--- config.mk ---
export PLATFORM = sky130hd
export DESIGN_NAME = nibble_sram_bridge
export DESIGN_NICKNAME = d
export VERILOG_FILES = /design/src/rtl/nibble_sram_bridge.sv
export SDC_FILE = /design/constraint.sdc
export NUM_CORES = 1
export LEC_CHECK = 0
export CORE_MARGIN = 3
export CORE_UTILIZATION = 45
export DETAILED_ROUTE_END_ITERATION = 12
export GPL_TIMING_DRIVEN = 1
export PLACE_DENSITY = 0.58
export SETUP_SLACK_MARGIN = 0.05
export SYNTH_ARGS = -nofsm -noshare
export SYNTH_HDL_FRONTEND = slang
export SYNTH_SLANG_ARGS = --single-unit
--- constraint.sdc ---
create_clock -name clk -period 7.6 [get_ports clk]
set_clock_uncertainty 0.2 [all_clocks]
set_input_delay 1.14 -clock clk [delete_from_list [all_inputs] [get_ports clk]]
set_output_delay 1.14 -clock clk [all_outputs]
set_load 0.03 [all_outputs]
--- src/rtl/nibble_sram_bridge.sv ---
// Nibble-serial word memory: address strobe, LS-nibble-first data phases, all-or-nothing commits.
// Define NIBSRAM_BURST_EN to auto-increment the word address each time nib_sel wraps.
module nibble_sram_bridge #(
    parameter  int ADDR_W = 7,
    parameter  int NIB_W  = 4,
    parameter  int NIBS   = 2,
    localparam int SEL_W  = $clog2(NIBS)
) (
    input  logic              clk,
    input  logic              rst_n,
    input  logic              addr_strobe,
    input  logic [ADDR_W-1:0] addr_in,
    input  logic              wr_n,
    input  logic [NIB_W-1:0]  wdata_nib,
    output logic [NIB_W-1:0]  rdata_nib,
    output logic [SEL_W-1:0]  nib_sel
);

    localparam int               DEPTH    = 2 ** ADDR_W;
    localparam logic [SEL_W-1:0] LAST_SEL = SEL_W'(NIBS - 1);

    typedef logic [NIBS-1:0][NIB_W-1:0] word_t;

    word_t             mem [DEPTH];

    logic [ADDR_W-1:0] addr_q, addr_d;
    logic [SEL_W-1:0]  sel_q, sel_d;
    logic              wr_ok_q, wr_ok_d;
    logic [NIB_W-1:0]  rdata_q, rdata_d;
    logic [NIB_W-1:0]  shadow_q [NIBS-1];

    logic              data_phase;
    logic              last_nib;
    logic              commit;
    word_t             commit_word;
    word_t             load_word;

    assign data_phase = ~addr_strobe;
    assign last_nib   = (sel_q == LAST_SEL);
    assign commit     = data_phase && last_nib && !wr_n && wr_ok_q;

    // Collected nibbles plus the final nibble on the bus form the word to commit.
    always_comb begin
        commit_word         = '0;
        commit_word[NIBS-1] = wdata_nib;
        for (int i = 0; i < NIBS - 1; i++) begin
            commit_word[i] = shadow_q[i];
        end
    end

    always_comb begin
        addr_d  = addr_q;
        sel_d   = sel_q;
        wr_ok_d = wr_ok_q;
        if (addr_strobe) begin
            addr_d  = addr_in;
            sel_d   = '0;
            wr_ok_d = 1'b0;
        end else if (last_nib) begin
            sel_d   = '0;
            wr_ok_d = 1'b0;
`ifdef NIBSRAM_BURST_EN
            addr_d  = addr_q + ADDR_W'(1);
`endif
        end else begin
            sel_d = sel_q + SEL_W'(1);
            if (sel_q == '0) begin
                wr_ok_d = ~wr_n;
            end else begin
                wr_ok_d = wr_ok_q & ~wr_n;
            end
        end
    end

    // Read data tracks the upcoming address/nibble; a same-edge commit bypasses the stale RAM word.
    always_comb begin
        load_word = mem[addr_d];
        if (commit && (addr_q == addr_d)) begin
            load_word = commit_word;
        end
        rdata_d = load_word[sel_d];
    end

    for (genvar gi = 0; gi < NIBS - 1; gi++) begin : g_shadow
        logic cap;
        if (gi == 0) begin : g_first
            assign cap = data_phase && (sel_q == '0) && !wr_n;
        end else begin : g_mid
            assign cap = data_phase && (sel_q == SEL_W'(gi));
        end

        always_ff @(posedge clk or negedge rst_n) begin
            if (!rst_n) begin
                shadow_q[gi] <= '0;
            end else if (cap) begin
                shadow_q[gi] <= wdata_nib;
            end
        end
    end

    always_ff @(posedge clk or negedge rst_n) begin
        if (!rst_n) begin
            addr_q  <= '0;
            sel_q   <= '0;
            wr_ok_q <= 1'b0;
            rdata_q <= '0;
        end else begin
            addr_q  <= addr_d;
            sel_q   <= sel_d;
            wr_ok_q <= wr_ok_d;
            rdata_q <= rdata_d;
        end
    end

    always_ff @(posedge clk) begin
        if (commit) begin
            mem[addr_q] <= commit_word;
        end
    end

    assign rdata_nib = rdata_q;
    assign nib_sel   = sel_q;

endmodule

==> metrics.csv <==
metric,value,unit
number of vias per cell,6.15,
worst vdd ir,0.000206,V
Max Used Layer,met4,
grt total ovfl,0,
Post-synth EDFFs,1024,
ys cells,2983,
DP HPWL,73.2,mm
"Seq share, synth",74.9,%
I/O pins,20,
final tally of hold violations,0,
GRT met2 Usage,40.0,%
Seq power,6.56,mW
met1 usage,35.8,%
r2r endpoint,rdata_nib[2]$_DFF_PN0_,
Slew headroom,9.61,%
Leak Pwr,15.3,nW
Slew @ Worst Pin,1.34,ns
R2R setup slack,2.85,ns
Initial Util,45.8,%
Cell area leaders,"edfxtp_1 74%, nand2_1 7.2%, nand3_1 3.4%, mux2i_1 2.3%, mux4_2 1.5%",
Max Slew Vio Count,0,
critical path's slowest cell,o41ai_1,
drt pass-1 iters,8,
wl on met1,50.3,mm
Routed met3 length,12.5,mm
Antenna Violating Nets Remaining,0,
crit path cell chain,clkdlybuf4s50_1 > mux2i_4 > inv_16 > buf_4 > mux4_2 > and3_1 > a31oi_1 > o211ai_1 > o41ai_1 > o32ai_1,
Log Warnings,36,
first-pass GRT wire length,179,mm
Logic pwr share,9.9,%
Critical Path AT,5.53,ns
Post-Place Setup Slack,1.81,ns
Core Rows,110,
gpl congestion,0.978,
area reported by Yosys stat,41600,sq um
Net Sw Frac,25.0,%
WS Path Type,in2reg,
final setup vio count,0,
Synth flops,1041,
finished layout cell area,46200,sq um
distinct lib cells,60,
fin crit share,68.6,%
Critical Path Start,addr_strobe,
Dominant Register Cell,edfxtp_1,
antenna violations before repair,2,
Die Size,96200,sq um
DRC,0,
"delay-heaviest family, CP",buffers and inverters,
Worst-path clk slew,0.06,ns
fin worst setup slack,2.39,ns
outcome,completed,
hold buffers post-CTS,0,
worst-path maximum fanout,195,
ys async rst share,1.63,%
Ys Warns,0,
vias in the first global route,25200,
Fillers,7647,
==> worst reg2reg max path: stages (launching register included) <==
cell	delay [ns]
dfrtp_1	0.68
mux2i_4	0.26
inv_16	0.61
buf_4	0.75
mux4_2	0.68
and3_1	0.22
a31oi_1	0.14
o211ai_1	0.11
o41ai_1	0.76
o32ai_1	0.18
==> placed cells by master (no fill, tap or decap), drive strengths merged, types with 4 or more instances in the layout <==
cell           Yosys  final
bufinv             0      8
mux2i            101    101
o21ai             24     24
nand4             27     27
a32oi             32     32
a311oi            62     62
and3              68     68
o22ai              9      9
a22oi              5      5
a211oi             6      6
a41oi              5      5
inv                7     10
edfxtp          1024   1024
a2111oi            4      4
nand3            283    283
or2                4      4
clkbuf            52    139
a221oi             4      4
buf              136     70
o2111ai            9      9
nor3              11     11
mux2               5      5
nor2             146    146
nand2            796    796
a21oi             25     25
dfrtp             17     17
clkdlybuf4s50      0     15
nor2b              6      6
mux4              28     28
a31oi             45     45
clkinv             1     43
nor4               4      4
o31ai              5      5
==> cell families (layout without fill, tap and decap cells) <==
| family | Yosys count | count (layout) | share of synthesized area, % |
|---|---|---|---|
| buffers and inverters | 196 | 286 | 2.48 |
| and+or+nand+nor | 1355 | 1355 | 13.9 |
| muxes | 134 | 134 | 4.18 |
| other | 0 | 1 | 0 |
| AOI/OAI and AO/OA | 257 | 257 | 4.61 |
| DFF | 1041 | 1041 | 74.9 |
==> state kept, by name (all words and copies together), names as in the netlist <==
register	cells
mem	1024
addr_q	7
rdata_nib	4
shadow_q	4
nib_sel	1
wr_ok_q	1
==> through the flow <==
stage / cells / utilization [%] / hold slack [ns] / total power, mW
after floorplan: 2983 / - / 0.490 / 7.34
after global placement: 4056 / 47.2 / 0.618 / 7.92
after detailed placement: 4056 / 47.2 / 0.643 / 7.93
after CTS: 4249 / 50.9 / 0.640 / 12.9
after global routing: 4249 / 50.9 / 0.666 / 13.2
final: 4250 / 50.9 / 0.656 / 12.9
==> cell usage after synthesis, types with 4 or more instances <==
| cell | instances |
|---|---|
| edfxtp_1 | 1024 |
| nand2_1 | 796 |
| nand3_1 | 283 |
| nor2_1 | 144 |
| mux2i_1 | 97 |
| buf_2 | 85 |
| and3_1 | 68 |
| a311oi_1 | 62 |
| clkbuf_1 | 52 |
| a31oi_1 | 45 |
| a32oi_1 | 32 |
| mux4_2 | 28 |
| nand4_1 | 27 |
| a21oi_1 | 25 |
| o21ai_0 | 22 |
| buf_1 | 20 |
| dfrtp_1 | 17 |
| buf_6 | 16 |
| buf_4 | 14 |
| nor3_1 | 11 |
| o2111ai_1 | 9 |
| o22ai_1 | 9 |
| a211oi_1 | 6 |
| nor2b_1 | 6 |
| a22oi_1 | 5 |
| a41oi_1 | 5 |
| mux2_2 | 5 |
| o31ai_1 | 5 |
| a2111oi_0 | 4 |
| a221oi_1 | 4 |
| nor4_1 | 4 |
| or2_2 | 4 |
==> area by class of cell <==
class / count / area share, %
Tap cell: 1176 / 3.18
Timing Repair Buffer: 85 / 1.54
Clock buffer: 139 / 6.14
Inverter: 8 / 0.116
Multi-Input combinational cell: 1746 / 20.5
Sequential cell: 1041 / 67.5
Antenna cell: 1 / 0.00541
Clock inverter: 54 / 1.06
clock_nets.png
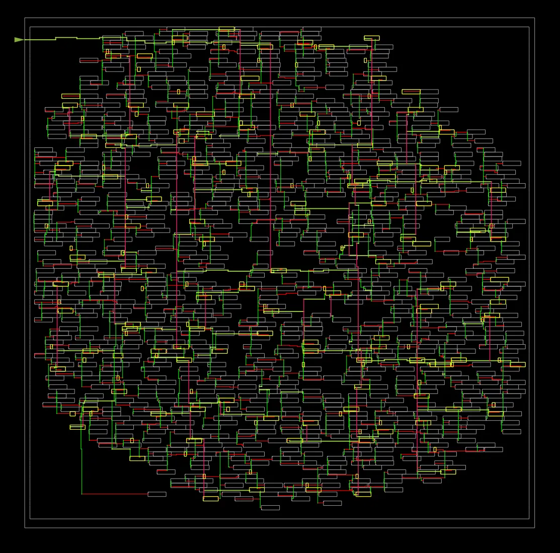
Latency at later pin: 0.68 ns
CTS buffer count: 107
Flops: 1,041
clkbuf count: 139

m3.png
Drawn at 1.5 px/um.
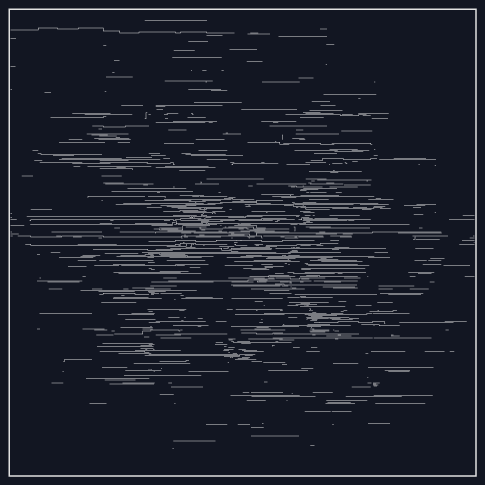
The layer holds 10% of the routed length. 334 nets have wire on it. The layer carries 12,500 um of wire. The wires run mostly horizontal.
vias after detailed routing: 26.2k
WL final: 124 mm
GRT met3 Usage: 6.01%

layers.png
Drawn at 1 px/um.
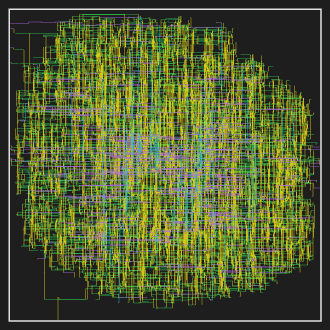
Key: purple = M3 [wire length 12,500 um]; green = M1 [wire length 50.3 mm]; yellow = M2 [wire length 56.9 mm]; cyan = M4 [wire length 4,290 um]
wire per inst: 29.2 um
All-Layer GR Usage: 25.7%

No activity file was given, so power comes from the tool's default toggle rates.
